**config.mk**
```make
export PLATFORM = sky130hd
export DESIGN_NAME = platform_renderer_flat
export DESIGN_NICKNAME = d
export VERILOG_FILES = /design/src/rtl/platform_renderer_pkg.sv /design/src/rtl/vga_if.sv /design/src/rtl/platform_renderer_delay.sv /design/src/rtl/platform_renderer.sv /design/src/flat_wrapper.sv
export SDC_FILE = /design/constraint.sdc
export NUM_CORES = 1
export LEC_CHECK = 0
export CAP_MARGIN = 20
export CORE_MARGIN = 2
export CORE_UTILIZATION = 37
export DETAILED_ROUTE_END_ITERATION = 12
export SLEW_MARGIN = 0
export SYNTH_ARGS = -nofsm -noshare
export SYNTH_HDL_FRONTEND = slang
export SYNTH_HIERARCHICAL = 1
export SYNTH_SLANG_ARGS = --single-unit
export TNS_END_PERCENT = 30
```
**constraint.sdc**
```tcl
create_clock -name clk -period 4.7 [get_ports clk]
set_input_delay 0.705 -clock clk [delete_from_list [all_inputs] [get_ports clk]]
set_output_delay 0.705 -clock clk [all_outputs]
set_load 0.02 [all_outputs]
```
**src/rtl/platform_renderer_pkg.sv**
```systemverilog
// platform_renderer_pkg: shared descriptor and pipeline types for the platform tile-strip renderer.
package platform_renderer_pkg;

    localparam int PLATFORM_IDX_W = 4;
    localparam int TILE_W_DEFAULT = 64;
    localparam int TILE_H_DEFAULT = 32;
    localparam int HOR_PIXELS     = 1024;
    localparam int VER_PIXELS     = 768;

    typedef struct packed {
        logic [10:0] y_top;
        logic [10:0] x_start;
        logic [10:0] x_end;
        logic        en;
        logic        dir;
    } platform_t;

    typedef struct packed {
        logic [10:0] hcount;
        logic [10:0] vcount;
        logic        hsync;
        logic        vsync;
        logic        hblnk;
        logic        vblnk;
        logic [11:0] rgb;
    } vga_sig_t;

    typedef struct packed {
        vga_sig_t sig;
        logic     hit;
        logic     start;
    } pipe_t;

    // A disabled descriptor parked just outside the visible area.
    function automatic platform_t platform_off();
        platform_t p;
        p.y_top   = 11'(VER_PIXELS);
        p.x_start = 11'(HOR_PIXELS);
        p.x_end   = 11'(HOR_PIXELS);
        p.en      = 1'b0;
        p.dir     = 1'b0;
        return p;
    endfunction

endpackage

```
**src/rtl/vga_if.sv**
```systemverilog
// vga_if: VGA timing plus pixel colour, passed between pipeline stages.
interface vga_if;
    logic [10:0] hcount;
    logic [10:0] vcount;
    logic        hsync;
    logic        vsync;
    logic        hblnk;
    logic        vblnk;
    logic [11:0] rgb;

    modport in  (input  hcount, vcount, hsync, vsync, hblnk, vblnk, rgb);
    modport out (output hcount, vcount, hsync, vsync, hblnk, vblnk, rgb);
endinterface

```
**src/rtl/platform_renderer_delay.sv**
```systemverilog
// platform_renderer_delay: fixed-depth register delay line with asynchronous clear.
module platform_renderer_delay #(
    parameter int WIDTH = 8,
    parameter int DEPTH = 2
) (
    input  logic             clk,
    input  logic             rst_n,
    input  logic [WIDTH-1:0] din,
    output logic [WIDTH-1:0] dout
);

    logic [WIDTH-1:0] stage_q [DEPTH];
    logic [WIDTH-1:0] stage_d [DEPTH];

    // Shift every stage one step towards the output.
    always_comb begin
        stage_d[0] = din;
        for (int i = 1; i < DEPTH; i++) begin
            stage_d[i] = stage_q[i-1];
        end
    end

    // Delay-line registers, cleared asynchronously.
    always_ff @(posedge clk or negedge rst_n) begin
        if (!rst_n) begin
            for (int i = 0; i < DEPTH; i++) begin
                stage_q[i] <= '0;
            end
        end else begin
            stage_q <= stage_d;
        end
    end

    assign dout = stage_q[DEPTH-1];

endmodule

```
**src/rtl/platform_renderer.sv**
```systemverilog
// platform_renderer: overlays tile-high platforms from a shared tile ROM onto the background.
// Optional texture scrolling is built when PLATFORM_SCROLL_EN is defined.
module platform_renderer
    import platform_renderer_pkg::*;
#(
    parameter int          NUM_PLATFORMS   = 4,
    parameter int          TILE_W          = TILE_W_DEFAULT,
    parameter int          TILE_H          = TILE_H_DEFAULT,
    parameter int          SCROLL_DIV      = 4,
    parameter logic [11:0] TRANSPARENT_KEY = 12'hF0F
) (
    input  logic                                      clk,
    input  logic                                      rst_n,
    input  logic                                      start_game,
    input  logic                                      animation,
    input  logic                                      wr_en,
    input  logic [PLATFORM_IDX_W-1:0]                 wr_idx,
    input  platform_t                                 wr_data,
    input  logic [11:0]                               rgb_pixel,
    output logic [$clog2(TILE_H)+$clog2(TILE_W)-1:0]  pixel_addr,
    vga_if.in                                         in,
    vga_if.out                                        out
);

    localparam int ROW_W  = $clog2(TILE_H);
    localparam int COL_W  = $clog2(TILE_W);
    localparam int ADDR_W = ROW_W + COL_W;

    logic              vsync_prev_q, vsync_prev_d;
    logic              tick;
    platform_t         shadow_q [NUM_PLATFORMS];
    platform_t         shadow_d [NUM_PLATFORMS];
    platform_t         active_q [NUM_PLATFORMS];
    platform_t         active_d [NUM_PLATFORMS];
    logic              hit;
    logic [ROW_W-1:0]  row;
    logic [COL_W-1:0]  col;
    logic [ADDR_W-1:0] pixel_addr_q, pixel_addr_d;
    pipe_t             pipe_in, pipe_dly;
    vga_sig_t          out_q, out_d;

    assign tick = in.vsync & ~vsync_prev_q;

    // Shadow bank takes writes; active bank copies the pre-write shadow on the frame tick.
    always_comb begin
        vsync_prev_d = in.vsync;
        shadow_d     = shadow_q;
        active_d     = active_q;
        if (tick) begin
            active_d = shadow_q;
        end
        for (int i = 0; i < NUM_PLATFORMS; i++) begin
            if (wr_en && wr_idx == PLATFORM_IDX_W'(i)) begin
                shadow_d[i] = wr_data;
            end
        end
    end

`ifdef PLATFORM_SCROLL_EN
    localparam int DIV_W = (SCROLL_DIV > 1) ? $clog2(SCROLL_DIV) : 1;

    logic [COL_W-1:0] offset_q [NUM_PLATFORMS];
    logic [COL_W-1:0] offset_d [NUM_PLATFORMS];
    logic [DIV_W-1:0] div_q, div_d;

    // Frame divider steps on ticks while animating; on wrap every enabled platform scrolls one pixel.
    always_comb begin
        div_d    = div_q;
        offset_d = offset_q;
        if (tick && animation) begin
            if (div_q == DIV_W'(SCROLL_DIV - 1)) begin
                div_d = '0;
                for (int i = 0; i < NUM_PLATFORMS; i++) begin
                    if (active_q[i].en) begin
                        offset_d[i] = active_q[i].dir ? offset_q[i] - COL_W'(1)
                                                      : offset_q[i] + COL_W'(1);
                    end
                end
            end else begin
                div_d = div_q + DIV_W'(1);
            end
        end
    end

    // Scroll state registers.
    always_ff @(posedge clk or negedge rst_n) begin
        if (!rst_n) begin
            div_q <= '0;
            for (int i = 0; i < NUM_PLATFORMS; i++) begin
                offset_q[i] <= '0;
            end
        end else begin
            div_q    <= div_d;
            offset_q <= offset_d;
        end
    end
`else
    logic                     unused_anim;
    logic [NUM_PLATFORMS-1:0] unused_dir;

    assign unused_anim = animation;

    // Scroll direction has no effect without the scroll logic.
    always_comb begin
        for (int i = 0; i < NUM_PLATFORMS; i++) begin
            unused_dir[i] = active_q[i].dir;
        end
    end
`endif

    // Hit test on the incoming pixel; scanning downwards lets the lowest index win.
    always_comb begin
        hit = 1'b0;
        row = '0;
        col = '0;
        for (int i = NUM_PLATFORMS - 1; i >= 0; i--) begin
            if (active_q[i].en &&
                in.vcount >= active_q[i].y_top &&
                (in.vcount - active_q[i].y_top) < 11'(TILE_H) &&
                in.hcount >= active_q[i].x_start &&
                in.hcount < active_q[i].x_end) begin
                hit = 1'b1;
                row = in.vcount[ROW_W-1:0] - active_q[i].y_top[ROW_W-1:0];
`ifdef PLATFORM_SCROLL_EN
                col = in.hcount[COL_W-1:0] - active_q[i].x_start[COL_W-1:0] + offset_q[i];
`else
                col = in.hcount[COL_W-1:0] - active_q[i].x_start[COL_W-1:0];
`endif
            end
        end
        pixel_addr_d = hit ? {row, col} : pixel_addr_q;
    end

    // Descriptor banks, tick edge detector and ROM address register.
    always_ff @(posedge clk or negedge rst_n) begin
        if (!rst_n) begin
            vsync_prev_q <= 1'b0;
            pixel_addr_q <= '0;
            for (int i = 0; i < NUM_PLATFORMS; i++) begin
                shadow_q[i] <= platform_off();
                active_q[i] <= platform_off();
            end
        end else begin
            vsync_prev_q <= vsync_prev_d;
            pixel_addr_q <= pixel_addr_d;
            shadow_q     <= shadow_d;
            active_q     <= active_d;
        end
    end

    assign pixel_addr = pixel_addr_q;

    assign pipe_in = {in.hcount, in.vcount, in.hsync, in.vsync, in.hblnk, in.vblnk,
                      in.rgb, hit, start_game};

    platform_renderer_delay #(
        .WIDTH ($bits(pipe_t)),
        .DEPTH (2)
    ) u_delay (
        .clk   (clk),
        .rst_n (rst_n),
        .din   (pipe_in),
        .dout  (pipe_dly)
    );

    // Compose the final colour once the ROM data lines up with the delayed hit flag.
    always_comb begin
        out_d = pipe_dly.sig;
        if (pipe_dly.sig.hblnk || pipe_dly.sig.vblnk) begin
            out_d.rgb = 12'h000;
        end else if (!pipe_dly.start) begin
            out_d.rgb = pipe_dly.sig.rgb;
        end else if (pipe_dly.hit && rgb_pixel != TRANSPARENT_KEY) begin
            out_d.rgb = rgb_pixel;
        end else begin
            out_d.rgb = pipe_dly.sig.rgb;
        end
    end

    // Output register.
    always_ff @(posedge clk or negedge rst_n) begin
        if (!rst_n) begin
            out_q <= '0;
        end else begin
            out_q <= out_d;
        end
    end

    assign out.hcount = out_q.hcount;
    assign out.vcount = out_q.vcount;
    assign out.hsync  = out_q.hsync;
    assign out.vsync  = out_q.vsync;
    assign out.hblnk  = out_q.hblnk;
    assign out.vblnk  = out_q.vblnk;
    assign out.rgb    = out_q.rgb;

endmodule

```
**src/flat_wrapper.sv**
```systemverilog
// flat-port wrapper written by rule: the top's interface ports become plain ports
module platform_renderer_flat import platform_renderer_pkg::*;
#(
    parameter int          NUM_PLATFORMS   = 4,
    parameter int          TILE_W          = TILE_W_DEFAULT,
    parameter int          TILE_H          = TILE_H_DEFAULT,
    parameter int          SCROLL_DIV      = 4,
    parameter logic [11:0] TRANSPARENT_KEY = 12'hF0F
)
  (clk, rst_n, start_game, animation, wr_en, wr_idx, wr_data, rgb_pixel, pixel_addr, in_hcount, in_vcount, in_hsync, in_vsync, in_hblnk, in_vblnk, in_rgb, out_hcount, out_vcount, out_hsync, out_vsync, out_hblnk, out_vblnk, out_rgb);
  vga_if in_i ();
  vga_if out_i ();
  input  logic clk;
  input  logic rst_n;
  input  logic start_game;
  input  logic animation;
  input  logic wr_en;
  input  logic [PLATFORM_IDX_W-1:0] wr_idx;
  input  platform_t wr_data;
  input  logic [11:0] rgb_pixel;
  output logic [$clog2(TILE_H)+$clog2(TILE_W)-1:0] pixel_addr;
  input wire logic [$bits(in_i.hcount)-1:0] in_hcount;
  input wire logic [$bits(in_i.vcount)-1:0] in_vcount;
  input wire logic [$bits(in_i.hsync)-1:0] in_hsync;
  input wire logic [$bits(in_i.vsync)-1:0] in_vsync;
  input wire logic [$bits(in_i.hblnk)-1:0] in_hblnk;
  input wire logic [$bits(in_i.vblnk)-1:0] in_vblnk;
  input wire logic [$bits(in_i.rgb)-1:0] in_rgb;
  output wire logic [$bits(out_i.hcount)-1:0] out_hcount;
  output wire logic [$bits(out_i.vcount)-1:0] out_vcount;
  output wire logic [$bits(out_i.hsync)-1:0] out_hsync;
  output wire logic [$bits(out_i.vsync)-1:0] out_vsync;
  output wire logic [$bits(out_i.hblnk)-1:0] out_hblnk;
  output wire logic [$bits(out_i.vblnk)-1:0] out_vblnk;
  output wire logic [$bits(out_i.rgb)-1:0] out_rgb;
  assign in_i.hcount = in_hcount;
  assign in_i.vcount = in_vcount;
  assign in_i.hsync = in_hsync;
  assign in_i.vsync = in_vsync;
  assign in_i.hblnk = in_hblnk;
  assign in_i.vblnk = in_vblnk;
  assign in_i.rgb = in_rgb;
  assign out_hcount = out_i.hcount;
  assign out_vcount = out_i.vcount;
  assign out_hsync = out_i.hsync;
  assign out_vsync = out_i.vsync;
  assign out_hblnk = out_i.hblnk;
  assign out_vblnk = out_i.vblnk;
  assign out_rgb = out_i.rgb;
  platform_renderer #(.NUM_PLATFORMS(NUM_PLATFORMS), .TILE_W(TILE_W), .TILE_H(TILE_H), .SCROLL_DIV(SCROLL_DIV), .TRANSPARENT_KEY(TRANSPARENT_KEY)) u_core (.clk(clk), .rst_n(rst_n), .start_game(start_game), .animation(animation), .wr_en(wr_en), .wr_idx(wr_idx), .wr_data(wr_data), .rgb_pixel(rgb_pixel), .pixel_addr(pixel_addr), .in(in_i), .out(out_i));
endmodule
```
### Routing congestion map

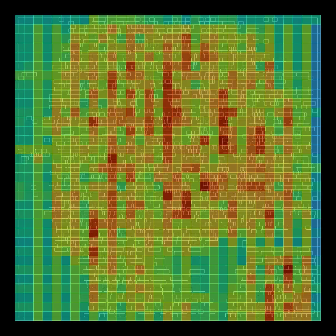
Tot GR Track Use: 18.5%
grt met3 use: 3.16%

### Pin map

Pins as bars across the die edge, other pins in gray.
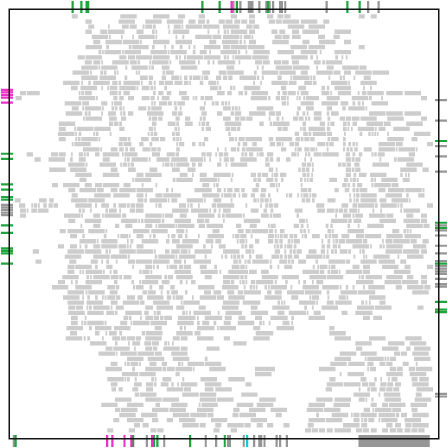
color	port	pins	direction	edge
cyan	in_hsync	1	input	bottom
magenta	in_hcount	11	input	5 bottom, 5 left, 1 top
green	wr_data	35	input	12 left, 10 top, 7 right, 6 bottom
all pins by edge	68 bottom, 27 right, 26 top, 22 left

### Clock distribution

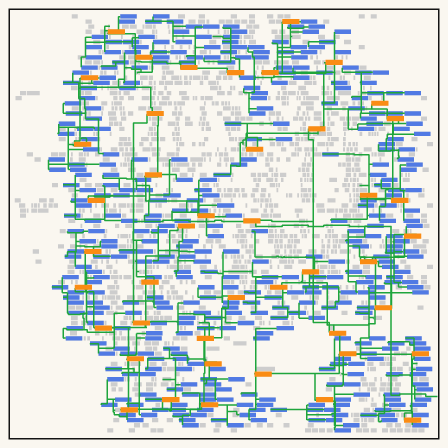
[green] clock wires | length: 5360 µm
[orange] clock-net drivers | count: 44
[blue] flip-flops | count: 402
routed clock nets	45

### Metal layers overlaid

Two of the layers only.
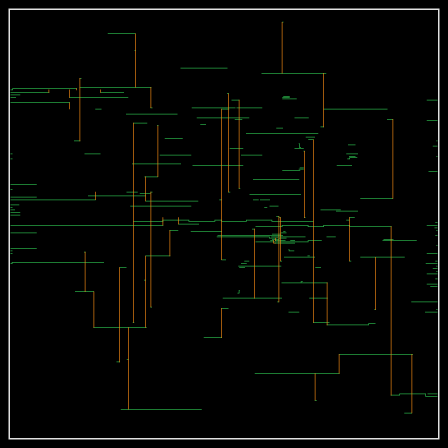
color	layer	wire length
green	M3	2000 µm
orange	M4	1240 µm

==> flow_summary.html <==
<h2>Implementation results</h2>
<table>
<tr><th>Metric</th><th>Value</th></tr>
<tr><th colspan="2">Synth</th></tr>
<tr><td>Number of library cell types mapped by synthesis</td><td>65</td></tr>
<tr><td>Number of enable flip-flop cells</td><td>0</td></tr>
<tr><td>Post-synth area from yosys stat</td><td>18500 µm²</td></tr>
<tr><td>Post-synthesis sequential element count</td><td>402</td></tr>
<tr><td>Top cell type by instance count after synthesis</td><td>sky130_fd_sc_hd__dfrtp_1</td></tr>
<tr><td>Cells after Synth</td><td>1642</td></tr>
<tr><td>Cells taking the most area after synthesis</td><td>sky130_fd_sc_hd__dfrtp_1 (50%), sky130_fd_sc_hd__mux2_2 (9.4%), sky130_fd_sc_hd__ha_1 (8.6%), sky130_fd_sc_hd__dfstp_2 (4.5%), sky130_fd_sc_hd__o21ai_0 (4.4%)</td></tr>
<tr><td>Most area-hungry cell type in the Yosys netlist</td><td>sky130_fd_sc_hd__dfrtp_1</td></tr>
<tr><td>Synth top area share</td><td>49.9%</td></tr>
<tr><td>Netlist area before placement</td><td>18500 µm²</td></tr>
<tr><th colspan="2">Setup path</th></tr>
<tr><td>Worst Reg-to-Reg Cells</td><td>11</td></tr>
<tr><td>Register-to-register setup slack</td><td>1120 ps</td></tr>
<tr><td>List of cells traversed by the critical path</td><td>clkdlybuf4s50_1, inv_1, ha_1, fa_1, nor2b_1, o31a_1, o21ai_0, o221ai_1, o32ai_1, or4_1, buf_4, nor3b_1, o311ai_0, o211ai_1</td></tr>
<tr><td>Category of the worst setup path capture point</td><td>flip-flop</td></tr>
<tr><td>Category of the critical setup timing path</td><td>in -&gt; reg</td></tr>
<tr><th colspan="2">Clock tree</th></tr>
<tr><td>Clock tree buffer depth</td><td>3</td></tr>
<tr><td>Quantity of gates resized following cts</td><td>0</td></tr>
<tr><td>Root buffer cell</td><td>sky130_fd_sc_hd__clkbuf_16</td></tr>
<tr><td>Clock tree sinks</td><td>402</td></tr>
<tr><td>Clock Pin Slew Worst Setup and Hold Paths</td><td>60 ps</td></tr>
<tr><td>Clock network latency to the later pin of the worst-skew pair</td><td>580 ps</td></tr>
<tr><th colspan="2">Global routing</th></tr>
<tr><td>Global-route wire length before repair</td><td>75.1 mm</td></tr>
<tr><td>Sum of overflow across all layers after global routing</td><td>0</td></tr>
<tr><th colspan="2">Layout</th></tr>
<tr><td>Share of post-route cells with drive strength above 1</td><td>16.9%</td></tr>
<tr><td>Gate Area</td><td>7710 µm²</td></tr>
<tr><td>Post-route cell area</td><td>22500 µm²</td></tr>
<tr><td>Area delta synth-&gt;final</td><td>21.2%</td></tr>
<tr><th colspan="2">Route</th></tr>
<tr><td>ANT nets after route</td><td>0</td></tr>
<tr><td>First drt pass iteration count</td><td>5</td></tr>
<tr><td>Routed len/inst</td><td>18.7 µm</td></tr>
<tr><td>Via-to-Cell Ratio</td><td>5.04</td></tr>
<tr><td>Count of vias placed by the detailed router</td><td>12.8k</td></tr>
<tr><th colspan="2">STA</th></tr>
<tr><td>Tightest Pin Transition</td><td>995 ps</td></tr>
<tr><td>Setup_tns</td><td>0 ps</td></tr>
<tr><td>Hold Worst Slack</td><td>219 ps</td></tr>
<tr><td>Highest attainable clock frequency</td><td>253 MHz</td></tr>
<tr><td>Final Hold Viols</td><td>0</td></tr>
<tr><th colspan="2">Pwr</th></tr>
<tr><td>Combinational share of power</td><td>24.8%</td></tr>
<tr><td>Cell-internal power</td><td>7.23 mW</td></tr>
<tr><th colspan="2">Place</th></tr>
<tr><td>Post-placement cell area</td><td>21100 µm²</td></tr>
<tr><td>Placer's final routability congestion estimate</td><td>0.865</td></tr>
<tr><th colspan="2">Outcome</th></tr>
<tr><td>Run status</td><td>finished, final reports clean</td></tr>
<tr><th colspan="2">Die</th></tr>
<tr><td>Cell row count</td><td>82</td></tr>
<tr><td>Floorplan utilization</td><td>37.3%</td></tr>
<tr><th colspan="2">Flow run</th></tr>
<tr><td>Tool Warnings</td><td>36</td></tr>
</table>
layout by cell type (no fill, tap or decap), drive strengths merged, types with 13 or more instances in the layout:
| cell type | netlist | routed |
|---|---|---|
| a21o | 17 | 17 |
| a21oi | 52 | 52 |
| buf | 7 | 53 |
| clkbuf | 46 | 65 |
| clkdlybuf4s50 | 0 | 139 |
| dfrtp | 370 | 370 |
| dfstp | 32 | 32 |
| ha | 128 | 128 |
| inv | 146 | 149 |
| mux2 | 154 | 154 |
| mux2i | 19 | 19 |
| nand2 | 157 | 157 |
| nand2b | 17 | 17 |
| nand3 | 15 | 15 |
| nand4 | 14 | 14 |
| nor2 | 83 | 83 |
| nor2b | 16 | 16 |
| nor3 | 16 | 16 |
| o211ai | 13 | 13 |
| o21a | 18 | 18 |
| o21ai | 166 | 166 |
| xor2 | 13 | 13 |
logic make-up (layout without fill, tap and decap cells):
group                    Yosys count  count (layout)  synth area share [%]
AND-OR/OR-AND                    347             347                  11.5
XOR/XNOR                          22              22                  1.04
adder cells (fa/ha/maj)          136             136                  9.50
buffers and inverters            199             419                  4.04
flip-flops                       402             402                  54.5
multiplexers                     173             173                  10.4
AND/OR/NAND/NOR                  363             363                  9.04
worst max path at each step:
stage,startpoint,endpoint,depth (start not counted)
3_5_place_dp,in_vcount[0],u_core/pixel_addr[2],14
5_1_grt,in_vcount[2],u_core/pixel_addr[7],12
3_3_place_gp,in_vcount[6],u_core/pixel_addr[8],11
4_1_cts,in_vcount[0],u_core/pixel_addr[2],14
6_report,in_vcount[0],u_core/pixel_addr[7],14
2_1_floorplan,in_vcount[5],u_core/pixel_addr[2],11
per-stage QoR:
step | instances | power [mW]
CTS | 2534 | 10.5
floorplan | 1642 | 6.04
global route | 2534 | 11.0
detailed placement | 2453 | 7.01
global placement | 2453 | 6.93
finish | 2534 | 10.4
flip-flops by register name (all words and copies together) (netlist names):
| register | count |
|---|---|
| u_core/out.hsync | 1 |
| u_core/pixel_addr | 11 |
| u_core/u_delay/stage_d | 40 |
| u_core/out.vsync | 1 |
| u_core/out.vblnk | 1 |
| u_core/active_q | 136 |
| u_core/shadow_q | 136 |
| u_core/out.vcount | 11 |
| u_core/out.rgb | 12 |
| u_core/out.hcount | 11 |
| u_core/vsync_prev_q | 1 |
| u_core/out.hblnk | 1 |
| u_core/u_delay/dout | 40 |
area by class of cell:
cell class / count / area share, %
Clock buffer: 65 / 5.52
Tap cell: 672 / 3.74
Timing Repair Buffer: 192 / 8.22
Inverter: 146 / 2.44
Clock inverter: 16 / 0.769
Sequential cell: 402 / 45.0
Multi-Input combinational cell: 1041 / 34.3
power groups by stage:
stage	clock network [mW]	registers [mW]	logic (mW)
finish	3.39	4.40	2.56
floorplan	0	4.43	1.61
CTS	3.49	4.41	2.56
detailed placement	0	4.46	2.54
global route	3.63	4.48	2.86
global placement	0	4.44	2.48
per-layer routing:
metal  track usage (%)  up-vias  share of wire [%]
met3              3.16       88                4.2
met5                 0        -               0.13
met1              25.2     6335                 46
li1                  -     6087                  -
met4              5.96       10                2.6
met2              30.0      260                 47
Power is estimated from default activity; no workload was simulated.
